File: src/rtl/uart_rx_parity.sv
// UART 8E1 receiver: start, 8 data bits LSB first, even parity, one stop bit.
// Oversampled by s_tick; delivers byte with one-cycle valid strobe and error flags.
module uart_rx_parity #(
  parameter int unsigned OVERSAMPLE = 16
) (
  input  logic       clk,
  input  logic       reset,
  input  logic       s_tick,
  input  logic       rx,
  output logic [7:0] data_out,
  output logic       data_valid,
  output logic       parity_err,
  output logic       frame_err,
  output logic       busy
);

  localparam int unsigned TickW = $clog2(OVERSAMPLE);
  localparam logic [TickW-1:0] TickHalf = TickW'(OVERSAMPLE / 2 - 1);
  localparam logic [TickW-1:0] TickLast = TickW'(OVERSAMPLE - 1);

  typedef enum logic [2:0] {
    S_IDLE,
    S_START,
    S_DATA,
    S_PARITY,
    S_STOP,
    S_BREAK
  } state_e;

  state_e           state_q, state_d;
  logic [TickW-1:0] tick_cnt_q, tick_cnt_d;
  logic [2:0]       bit_cnt_q, bit_cnt_d;
  logic [7:0]       shreg_q, shreg_d;
  logic             par_bit_q, par_bit_d;
  logic [7:0]       data_out_q, data_out_d;
  logic             data_valid_q, data_valid_d;
  logic             parity_err_q, parity_err_d;
  logic             frame_err_q, frame_err_d;
  logic             busy_q, busy_d;
  logic             rx_meta_q, rx_s_q;

  // Two-flop synchroniser; idle-high reset value avoids a false start after reset
  always_ff @(posedge clk or negedge reset) begin
    if (!reset) begin
      rx_meta_q <= 1'b1;
      rx_s_q    <= 1'b1;
    end else begin
      rx_meta_q <= rx;
      rx_s_q    <= rx_meta_q;
    end
  end

  always_ff @(posedge clk or negedge reset) begin
    if (!reset) begin
      state_q      <= S_IDLE;
      tick_cnt_q   <= '0;
      bit_cnt_q    <= '0;
      shreg_q      <= '0;
      par_bit_q    <= 1'b0;
      data_out_q   <= '0;
      data_valid_q <= 1'b0;
      parity_err_q <= 1'b0;
      frame_err_q  <= 1'b0;
      busy_q       <= 1'b0;
    end else begin
      state_q      <= state_d;
      tick_cnt_q   <= tick_cnt_d;
      bit_cnt_q    <= bit_cnt_d;
      shreg_q      <= shreg_d;
      par_bit_q    <= par_bit_d;
      data_out_q   <= data_out_d;
      data_valid_q <= data_valid_d;
      parity_err_q <= parity_err_d;
      frame_err_q  <= frame_err_d;
      busy_q       <= busy_d;
    end
  end

  always_comb begin
    state_d      = state_q;
    tick_cnt_d   = tick_cnt_q;
    bit_cnt_d    = bit_cnt_q;
    shreg_d      = shreg_q;
    par_bit_d    = par_bit_q;
    data_out_d   = data_out_q;
    data_valid_d = 1'b0;
    parity_err_d = parity_err_q;
    frame_err_d  = frame_err_q;

    unique case (state_q)
      S_IDLE: begin
        if (!rx_s_q) begin
          state_d    = S_START;
          tick_cnt_d = '0;
        end
      end
      S_START: begin
        // Re-check the line at mid start bit to reject glitches
        if (s_tick) begin
          if (tick_cnt_q == TickHalf) begin
            if (!rx_s_q) begin
              state_d    = S_DATA;
              tick_cnt_d = '0;
              bit_cnt_d  = '0;
            end else begin
              state_d = S_IDLE;
            end
          end else begin
            tick_cnt_d = tick_cnt_q + TickW'(1);
          end
        end
      end
      S_DATA: begin
        if (s_tick) begin
          if (tick_cnt_q == TickLast) begin
            shreg_d    = {rx_s_q, shreg_q[7:1]};
            tick_cnt_d = '0;
            if (bit_cnt_q == 3'd7) state_d = S_PARITY;
            else bit_cnt_d = bit_cnt_q + 3'd1;
          end else begin
            tick_cnt_d = tick_cnt_q + TickW'(1);
          end
        end
      end
      S_PARITY: begin
        if (s_tick) begin
          if (tick_cnt_q == TickLast) begin
            par_bit_d  = rx_s_q;
            tick_cnt_d = '0;
            state_d    = S_STOP;
          end else begin
            tick_cnt_d = tick_cnt_q + TickW'(1);
          end
        end
      end
      S_STOP: begin
        if (s_tick) begin
          if (tick_cnt_q == TickLast) begin
            data_out_d   = shreg_q;
            data_valid_d = 1'b1;
            parity_err_d = par_bit_q ^ (^shreg_q);
            frame_err_d  = ~rx_s_q;
            state_d      = rx_s_q ? S_IDLE : S_BREAK;
          end else begin
            tick_cnt_d = tick_cnt_q + TickW'(1);
          end
        end
      end
      S_BREAK: begin
        // A held-low line is a break, never a new start bit
        if (rx_s_q) state_d = S_IDLE;
      end
      default: state_d = S_IDLE;
    endcase

    busy_d = (state_d != S_IDLE);
  end

  assign data_out   = data_out_q;
  assign data_valid = data_valid_q;
  assign parity_err = parity_err_q;
  assign frame_err  = frame_err_q;
  assign busy       = busy_q;

endmodule
File: config.mk
export PLATFORM = sky130hd
export DESIGN_NAME = uart_rx_parity
export DESIGN_NICKNAME = d
export VERILOG_FILES = /design/src/rtl/uart_rx_parity.sv
export SDC_FILE = /design/constraint.sdc
export NUM_CORES = 1
export LEC_CHECK = 0
export ABC_AREA = 1
export CAP_MARGIN = 20
export CORE_MARGIN = 2
export CORE_UTILIZATION = 55
export DETAILED_ROUTE_END_ITERATION = 6
export PLACE_DENSITY = 0.85
export SLEW_MARGIN = 20
export SYNTH_ARGS = -nofsm -noshare
export SYNTH_HDL_FRONTEND = slang
export SYNTH_SLANG_ARGS = --single-unit
File: constraint.sdc
create_clock -name clk -period 3.52 [get_ports clk]
set_clock_uncertainty 0.2 [all_clocks]
set_input_delay 1.056 -clock clk [delete_from_list [all_inputs] [get_ports clk]]
set_output_delay 1.056 -clock clk [all_outputs]
set_load 0.005 [all_outputs]
==> results.cfg, run 1 <==
; flow metrics
[pwr]
p_comb_w = 0.000335
finalPower_w = 0.00109
power.group.top = sequential cells
p_int_w = 0.000695
seqPwrFrac_pct = 43.6

[sta]
hold_viol = 0
finalClockPeriodUsage_pct = 69.8
slew_headroom_pct = 73.5

[layout]
nClkBuffers = 6
seq_cells = 33
drive_above_1_share_pct = 18.9

[floorplanning]
tap_cells = 44
fp_util_pct = 58.5
rows = 20

[yosys]
ys_top_logic_family = simple AND/OR/NAND/NOR gates
ys_seq_elements = 33
mux_share_pct = 0
xor_share_pct = 1.45

[placed_design]
placed_area_sq_um = 2000

[outcome]
outcome = complete, no violations

[flow_run]
maxCapViolations = 0

[drt]
drt_first_pass_iters = 4

[cts]
clkSlewWorstSetupHoldPaths_ns = 0.12
cts_resized = 0
clock_sinks = 33
cts_tree = done
clockBufferDepth = 2

[critical_path]
rr_endpoint = busy

[global_routing]
grt_overflow = 0
grt_max_degree = 34
## run 1: flip-flops by register name, summed over array words and instances, names as in the netlist
register / cells
busy: 1
tick_cnt_q: 4
data_out: 8
shreg_q: 8
data_valid: 1
parity_err: 1
par_bit_q: 1
rx_s_q: 1
frame_err: 1
bit_cnt_q: 3
rx_meta_q: 1
state_q: 3
## run 1: worst reg2reg max path, delay by kind of cell (launching register included)
family,cells,cell delay [ns]
buf+inv,1,0.27
simple gates,7,0.53
fa+ha+maj,1,0.26
flops,1,0.42
## run 1: through the flow
step,utilization [%],hold WS (ns)
after floorplan,-,0.145
after global placement,64.4,0.147
after detailed placement,64.4,0.153
after CTS,66.8,0.167
after global routing,66.8,0.173
final,66.8,0.163
==> run_1/drive_strength.png <==
Drawn at 8 px/um.
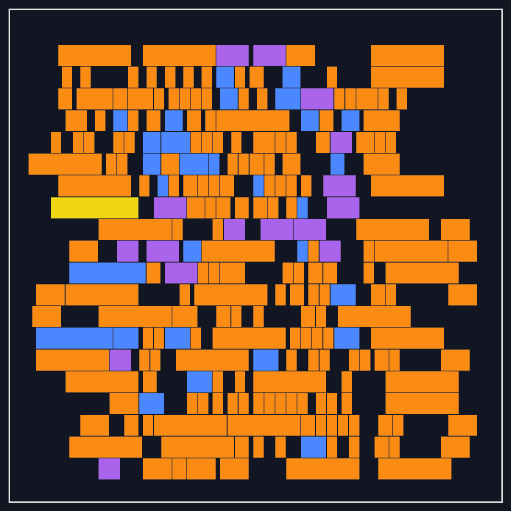
orange -> drive 1 or less  # cells 198
purple -> drive 3 to 4  # cells 16
yellow -> drive 6 and up  # cells 1
blue -> drive 2  # cells 29

==> run_1/met2.png <==
Drawn at 6 px/um.
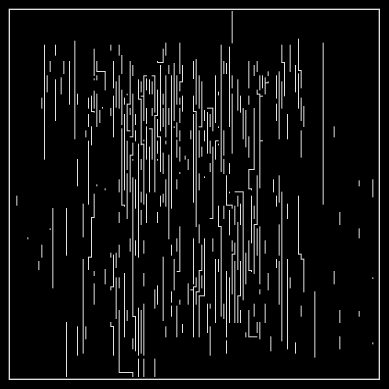
share of all routed wire = 46%
main direction = vertical
wire length on this layer = 1470 um
longest straight run = 26.9 um
met2 Usage GRT: 30.7%
vias: 1443
Detailed Route WL: 3.21 mm

==> run_1/registers.png <==
Drawn at 6 px/um. Other sequential cells in the stronger grey, the rest of the logic in the fainter grey.
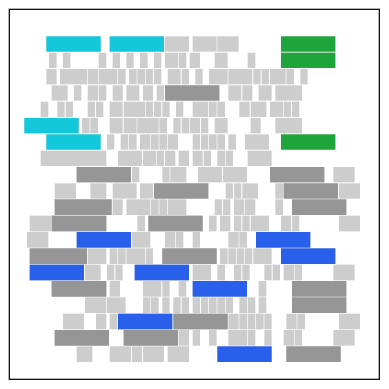
blue -> `shreg_q`  # flops 8
cyan -> `tick_cnt_q`  # flops 4, where upper left
green -> `bit_cnt_q`  # flops 3
not coloured = 18

==> run 2, diff against run 1 <==
==> constraint.sdc (replaced) <==
create_clock -name clk -period 2.4 [get_ports clk]
set_clock_uncertainty 0.2 [all_clocks]
set_input_delay 0.72 -clock clk [delete_from_list [all_inputs] [get_ports clk]]
set_output_delay 0.72 -clock clk [all_outputs]
set_load 0.005 [all_outputs]
==> run_2/drive_strength.png <==
Drawn at 8 px/um.
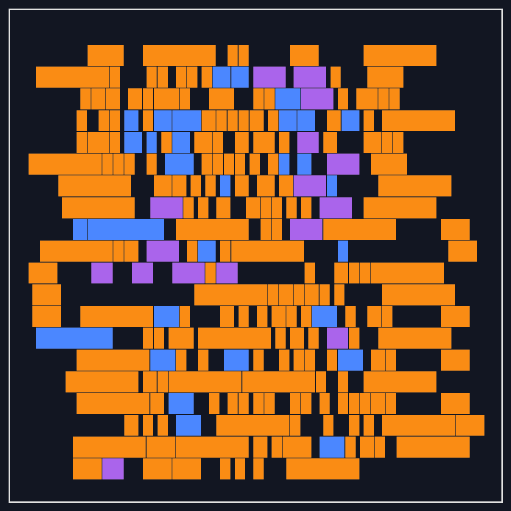
purple -> drive 3 to 4  # cells 16
blue -> drive 2  # cells 30
orange -> drive 1 or less  # cells 198
Signal buffers: 16
final setup margin: 0.273 ns
Final Cell Area: 2050 sq um

==> run 2 against run 1 <==
Routed wire length shrank 4.6%. Register-to-register slack got worse by 1.1 ns. Area after synthesis unchanged. Power increased by 35%. Clock power is 5% higher. Synthesized cell count unchanged. Critical path depth did not move. Via count decreased by 4.2%. Count of clock-buffer cells in the layout is the same. Die area unchanged. Largest power group unchanged.
==> results.cfg, run 2 <==
; flow metrics
[outcome]
outcome = complete, no violations

[yosys]
ys_seq_elements = 33
ys_top_logic_family = simple AND/OR/NAND/NOR gates
adder_share_pct = 2.07
mux_share_pct = 0
xor_share_pct = 1.45
synthCells = 223

[cts]
cts_resized = 0
cts_tree = done
clockBufferDepth = 2
clock_sinks = 33
clkSlewWorstSetupHoldPaths_ns = 0.10
clkLatencyLatePin_ns = 0.32

[drt]
via_count = 1383
wirelength_mm = 3.06
drt_first_pass_iters = 4

[placed_design]
dp_slack_ns = 0.120
placed_area_sq_um = 2000
dp.cells = 280

[critical_path]
crit_arrival_ns = 1.21
rr_endpoint = state_q[0]
reg2reg_depth = 9
crit_type = flop to primary output
cp_top_family = buffers and inverters

[floorplanning]
rows = 20
die_area_sq_um = 3770
fp_util_pct = 58.5
core_sq_um = 3100

[layout]
drive_above_1_share_pct = 18.9
final_util_pct = 66.0
layoutNonFillerInstCount = 288

[sta]
holdWs_ns = 0.173
finalClockPeriodUsage_pct = 88.6
hold_viol = 0
slew_headroom_pct = 73.2

[pwr]
power.group.top = sequential cells
finalPower_w = 0.00147
p_sw_w = 0.000556
seqPwrFrac_pct = 47.4
p_comb_w = 0.000481
p_int_w = 0.000912

[hold_path]
whs_endpoint = rx_s_q

[global_routing]
grt_overflow = 0
grt_max_degree = 34
grt_pass1_vias = 1275

[flow_run]
maxCapViolations = 0
-- run 2: cell counts after synthesis --
No cell type changed its count.
-- run 2: worst register-to-register path, delay by kind of cell, from the launching register on --
kind | cells | cell delay [ns]
DFF | 1 | 0.42
buffers and inverters | 2 | 0.32
and+or+nand+nor | 6 | 0.48
adders and majority gates | 1 | 0.25
-- run 2: per-layer routing --
layer,vias up,GRT usage [%],part of all wire [%]
li1,743,-,-
met1,613,26.0,50
met2,22,30.9,46
met3,5,4.41,3.1
met4,0,6.38,1.5
met5,-,0,0
-- run 2: area by class of cell --
type	count	area (sq um)	area share [%]
clock buffer	6	41.3	2.02
sequential	33	828	40.4
clock inverter	2	10.0	0.489
inverter	29	110	5.38
multi-input combinational	158	846	41.3
tap	44	55.1	2.69
timing repair buffer	16	158	7.70
==> run 3, diff against run 2 <==
--- a/config.mk
+++ b/config.mk
@@ -6,7 +6,6 @@
 export NUM_CORES = 1
 export LEC_CHECK = 0
 export ABC_AREA = 1
-export CAP_MARGIN = 20
 export CORE_MARGIN = 2
 export CORE_UTILIZATION = 55
 export DETAILED_ROUTE_END_ITERATION = 6
==> run_3/registers.png <==
Drawn at 6 px/um. Other sequential cells in the stronger grey, the rest of the logic in the fainter grey.
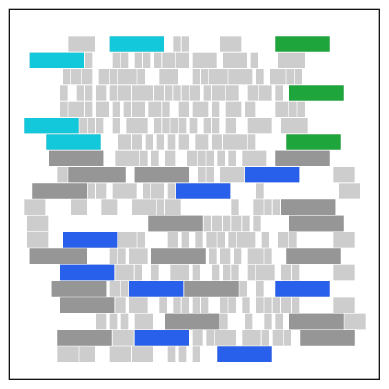
green -> `bit_cnt_q`  # flops 3
blue -> `shreg_q`  # flops 8
cyan -> `tick_cnt_q`  # flops 4, where upper left
not coloured = 18

==> run 3 against run 2 <==
Non-clock buffer count is the same. Sequential cell count unchanged. Sequential share of layout area did not move. Area after synthesis unchanged. Critical endpoint unchanged.
==> results.cfg, run 3 <==
; flow metrics
[layout]
drive_above_1_share_pct = 18.9
final_util_pct = 66.0
largestClassByArea = multi-input combinational cells
clkCellAreaFrac_pct = 2.50
num-nonclk-buffers = 16
comb_area_sq_um = 846
comb_cells = 158
nClkBuffers = 6
comb-cell-share_pct = 41.3
seq_cells = 33

[sta]
fin_ws_ns = 0.273
finalClockPeriodUsage_pct = 88.6
slew_headroom_pct = 73.2
holdWs_ns = 0.173

[yosys]
adder_share_pct = 2.07
synthCells = 223
ys_top_logic_family = simple AND/OR/NAND/NOR gates
xor_share_pct = 1.45
ys_seq_elements = 33

[pwr]
p_sw_w = 0.000556
p_comb_w = 0.000481
finalPower_w = 0.00147
power.group.top = sequential cells
p_int_w = 0.000912

[global_routing]
grtUsageMet1_pct = 26.0
grt_overflow = 0
grt_max_degree = 34
grt_pass1_vias = 1275
gr-max-usage-layer = met2

[critical_path]
cp_top_family = buffers and inverters
reg2reg_depth = 9
crit_type = flop to primary output

[placed_design]
placed_area_sq_um = 2000
dp_slack_ns = 0.120

[drt]
wl_met2_mm = 1.40
top_layer = met4
wl_met1_mm = 1.52
via_count = 1383
wl_met3_um = 95
wirelength_mm = 3.06

[cts]
clock_sinks = 33
clkSlewWorstSetupHoldPaths_ns = 0.10

[outcome]
outcome = complete, no violations

[flow_run]
maxCapViolations = 0

[floorplanning]
rows = 20
==> run 3: cell counts in the layout (fill, tap and decap cells not counted) <==
Identical to the previous run, type by type.
==> run 3: worst paths after layout <==
kind,startpoint,end,slack (ns)
setup / recovery,data_out[4],data_out[4],0.27
hold / removal,rx_meta_q,rx_s_q,0.17
setup reg to reg,tick_cnt_q[0],state_q[0],0.66
hold reg to reg,rx_meta_q,rx_s_q,0.17
max in group asynchronous,reset,rx_s_q,1.09
min in group asynchronous,reset,shreg_q[0],0.58
==> run 3: cell families after synthesis <==
kind of cell	count (synthesis)
AND-OR/OR-AND	22
adder cells (fa/ha/maj)	3
buffers and inverters	32
AND/OR/NAND/NOR	130
XOR/XNOR	3
flip-flops	33
Power and IR drop assume default switching activity.
